==> config.mk <==
export PLATFORM = sky130hd
export DESIGN_NAME = demux1x2_cola
export DESIGN_NICKNAME = d
export VERILOG_FILES = /design/src/rtl/demux1x2_cola_pkg.sv /design/src/rtl/demux1x2_cola_fifo_sinc.sv /design/src/rtl/demux1x2_cola.sv
export SDC_FILE = /design/constraint.sdc
export NUM_CORES = 1
export LEC_CHECK = 0
export ABC_CLOCK_PERIOD_IN_PS = 2900
export CORE_MARGIN = 2
export CORE_UTILIZATION = 42
export DETAILED_ROUTE_END_ITERATION = 8
export MAX_ROUTING_LAYER = met4
export PLACE_DENSITY = 0.79
export SYNTH_ARGS = -nofsm -noshare
export SYNTH_HDL_FRONTEND = slang
export SYNTH_SLANG_ARGS = --single-unit
export TNS_END_PERCENT = 1
==> constraint.sdc <==
create_clock -name clk -period 2.9 [get_ports clk]
set_clock_uncertainty 0.2 [all_clocks]
set_input_delay 0.435 -clock clk [delete_from_list [all_inputs] [get_ports clk]]
set_output_delay 0.435 -clock clk [all_outputs]
set_load 0.03 [all_outputs]
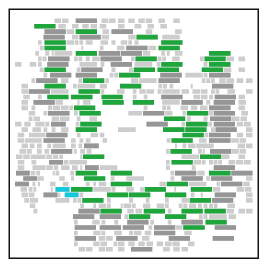
**Above:** run 1 (sequential cells colored by netlist name).
(2 px per µm)
color	name in the netlist	placed flops
green	u_fifo1.mem	64
cyan	u_fifo1.cuenta	2
fin util: 56.5%
register area: 4050 µm²
sequential share of cell area: 51.4%

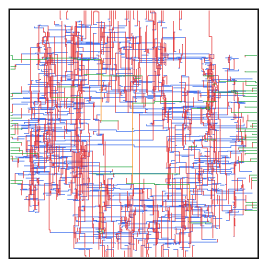
**Above:** run 1 (metal layers overlaid).
(2 px per µm)
color	layer	wire length
green	met3	573 µm
blue	met1	5,270 µm
red	met2	6,220 µm
orange	met4	129 µm
WL final: 12,200 µm
drt wl/cell: 17.4 µm
all-layer global routing usage: 17.4%

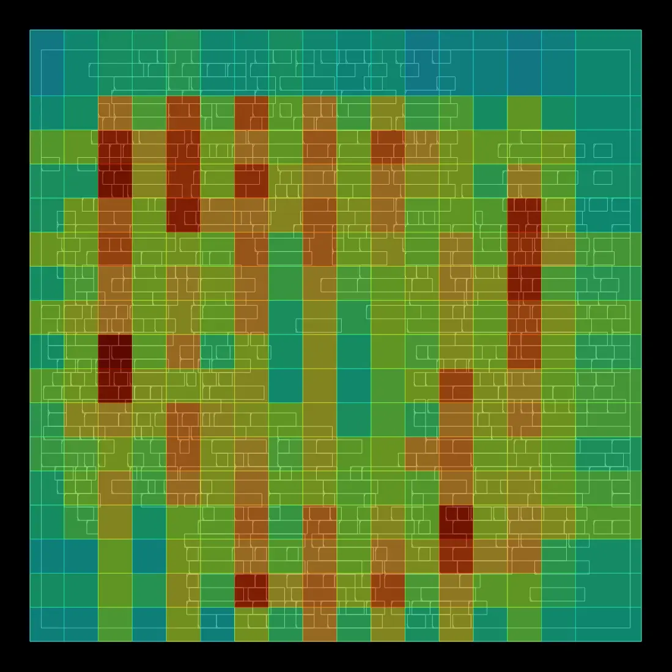
**Above:** run 1 (routing congestion).
M2 GR Usage: 28.1%
GRT busiest layer: met2
GR Layer Usage met3: 4.30%
met1 Track Usage GR: 21.1%

==> reports/metrics.cfg, run 1 <==
[status]
outcome=completed

[final_layout]
areaGrowthSynthToFinish_pct=30.9
comb-cell-share_pct=24.1
buffer_area_share_pct=14.9
inverters=0
fillers=1124

[floorplan]
die_w_um=124
die_h_um=124

[clock_network]
cts_tree=done
post_cts_resized=0
numClockSinks=138
cts_setup_buffers=0

[drt]
dr_wl_met3_um=572
drtPass1Iterations=4
wl_met1_um=5270
via_per_inst=4.88

[setup_path]
start_kind=flip-flop
reg2reg_setup_slack_ps=800
crit_fanout=21
cp_cell_sequence=buf_12, mux2_2, clkdlybuf4s50_1

[hold_path]
min_path_type=reg -> reg

[synthesis]
synth_stat.cells=393

[final_timing]
rsz0062_at_grt=false

[placement]
place_inst=670

==> run 2, diff against run 1 <==
- ABC_CLOCK_PERIOD_IN_PS: 2900 -> unset
==> run 2 against run 1 <==
Die area unchanged. Flip-flop count unchanged. Clock power about the same. Fmax unchanged. Synthesized cell count unchanged. Power unchanged. Final area unchanged. Sequential share of layout area unchanged. Worst setup slack unchanged. First-iteration DRC count unchanged. Combinational power about the same.
==> reports/metrics.cfg, run 2 <==
[status]
outcome=completed

[drt]
finalWirelength_um=12200  ; unchanged
dr_wl_met3_um=572  ; unchanged
dr_wl_met2_um=6220
highest_layer=met4
detail_route.wl_per_cell_um=17.4  ; unchanged
wl_met1_um=5270  ; unchanged
final_antenna_net_count=0
drtPass1Iterations=4  ; unchanged
via_per_inst=4.88  ; unchanged

[final_layout]
buffer_area_share_pct=14.9  ; unchanged
fillers=1124  ; unchanged
layout.comb_gates.multi_input=234
areaGrowthSynthToFinish_pct=30.9  ; unchanged
dominant_cells=sequential cells
comb-cell-share_pct=24.1  ; unchanged
utilization_pct=56.5  ; unchanged
flop_area_um2=4050  ; unchanged
sh_seq_area_pct=51.4  ; unchanged
inverters=0  ; unchanged

[setup_path]
crit_fanout=21  ; unchanged
endpoint_kind=output port
start_kind=flip-flop
crit_required_ps=2270
reg2reg_setup_slack_ps=800  ; about the same

[final_timing]
slew_viol_final=0
rsz0062_at_grt=false
worst_pin_slew_ps=844

[global_routing]
grt_busiest_layer=met2
grtUsageTotal_pct=17.4  ; unchanged
use_met3_pct=4.30  ; unchanged
grt_use_met1_pct=21.1  ; unchanged
grt_antenna_before_repair=0
met2_usage_pct=28.1  ; unchanged

[synthesis]
synth_stat.cells=393  ; unchanged
synth_seq_share_pct=67.2
topCellsByArea=edfxtp_1 64%, and2_1 13%, mux2_2 11%, dfxtp_1 3.3%, buf_2 1.4%

[floorplan]
die_h_um=124  ; unchanged
die_w_um=124  ; unchanged
core-area_um2=13900

[clock_network]
cts_tree=done
clk_path_buf_depth=2
numClockSinks=138  ; unchanged
cts_made_buffers=17
cts_setup_buffers=0  ; unchanged
post_cts_resized=0  ; unchanged

[placement]
place.gp.congestion=0.791
place_inst=670  ; unchanged

[power_and_ir_drop]
seq_power_share_pct=39.1

[hold_path]
min_path_type=reg -> reg

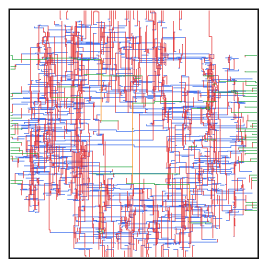
**Above:** run 2 (metal layers overlaid).
(2 px per µm)
color	layer	wire length
green	met3	573 µm
red	met2	6,220 µm
orange	met4	129 µm
blue	met1	5,270 µm
via count: 3,423

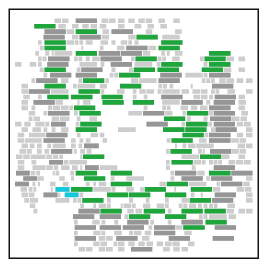
**Above:** run 2 (sequential cells colored by netlist name).
(2 px per µm)
color	name in the netlist	placed flops
green	u_fifo1.mem	64
cyan	u_fifo1.cuenta	2
not colored	72
sequential power: 2.48 mW

==> run 3, diff against run 2 <==
- SKIP_LAST_GASP: unset -> 1
==> run 3 against run 2 <==
Sequential share of layout area unchanged. Hold slack unchanged. Register-to-register slack about the same. Highest routed layer unchanged. Power unchanged.
==> reports/metrics.cfg, run 3 <==
[status]
outcome=completed

[final_layout]
sh_seq_area_pct=51.4  ; unchanged
buffer_area_share_pct=14.9  ; unchanged
fillers=1124  ; unchanged
flop_area_um2=4050  ; unchanged
areaGrowthSynthToFinish_pct=30.9  ; unchanged
inverters=0  ; unchanged
layout.comb_gates.multi_input=234  ; unchanged
utilization_pct=56.5  ; unchanged

[clock_network]
cts_made_buffers=17  ; unchanged
clk_path_buf_depth=2  ; unchanged
cts_tree=done
post_cts_resized=0  ; unchanged
cts_setup_buffers=0  ; unchanged

[power_and_ir_drop]
seq_power_share_pct=39.1  ; about the same

[drt]
dr_wl_met3_um=572  ; unchanged
drtPass1Iterations=4  ; unchanged
finalWirelength_um=12200  ; unchanged
final_antenna_net_count=0  ; unchanged
detail_route.wl_per_cell_um=17.4  ; unchanged
num_vias=3423  ; unchanged
dr_wl_met2_um=6220  ; unchanged
wl_met1_um=5270  ; unchanged

[setup_path]
endpoint_kind=output port
crit_fanout=21  ; unchanged
reg2reg_setup_slack_ps=800  ; about the same
start_kind=flip-flop

[placement]
place.gp.congestion=0.791  ; unchanged
place_inst=670  ; unchanged

[final_timing]
worst_pin_slew_ps=844  ; unchanged
slew_viol_final=0  ; unchanged

[global_routing]
grt_busiest_layer=met2
grtUsageTotal_pct=17.4  ; unchanged
met2_usage_pct=28.1  ; unchanged
use_met3_pct=4.30  ; unchanged
grt_antenna_before_repair=0  ; unchanged

[synthesis]
synth_stat.cells=393  ; unchanged

[floorplan]
die_w_um=124  ; unchanged
die_h_um=124  ; unchanged
core-area_um2=13900  ; unchanged

[hold_path]
min_path_type=reg -> reg

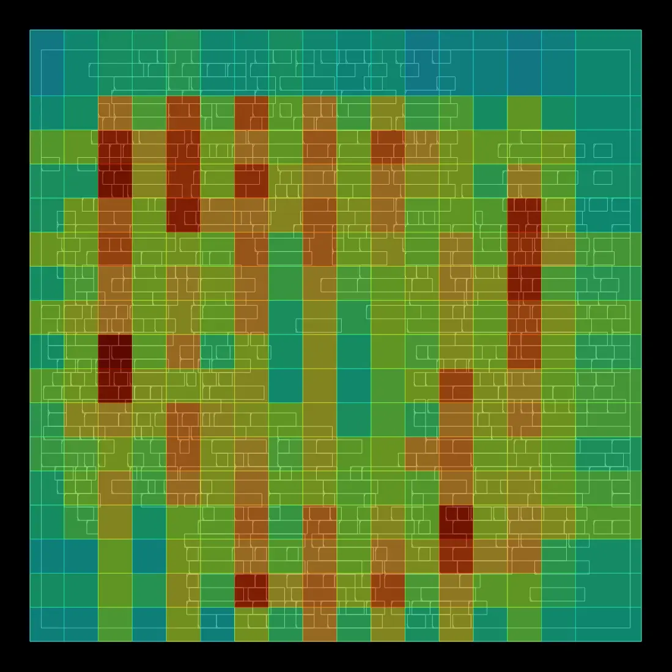
**Above:** run 3 (routing congestion).

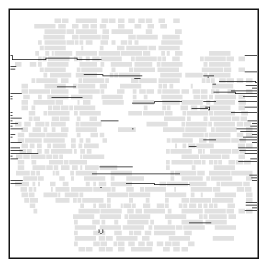
**Above:** run 3 (M3 wires).
(2 px per µm)
nets with wire on the layer	68
main direction	horizontal
wire length on this layer	573 µm
longest straight run	43.7 µm
share of all routed wire	4.7%

Power and IR drop assume default switching activity.
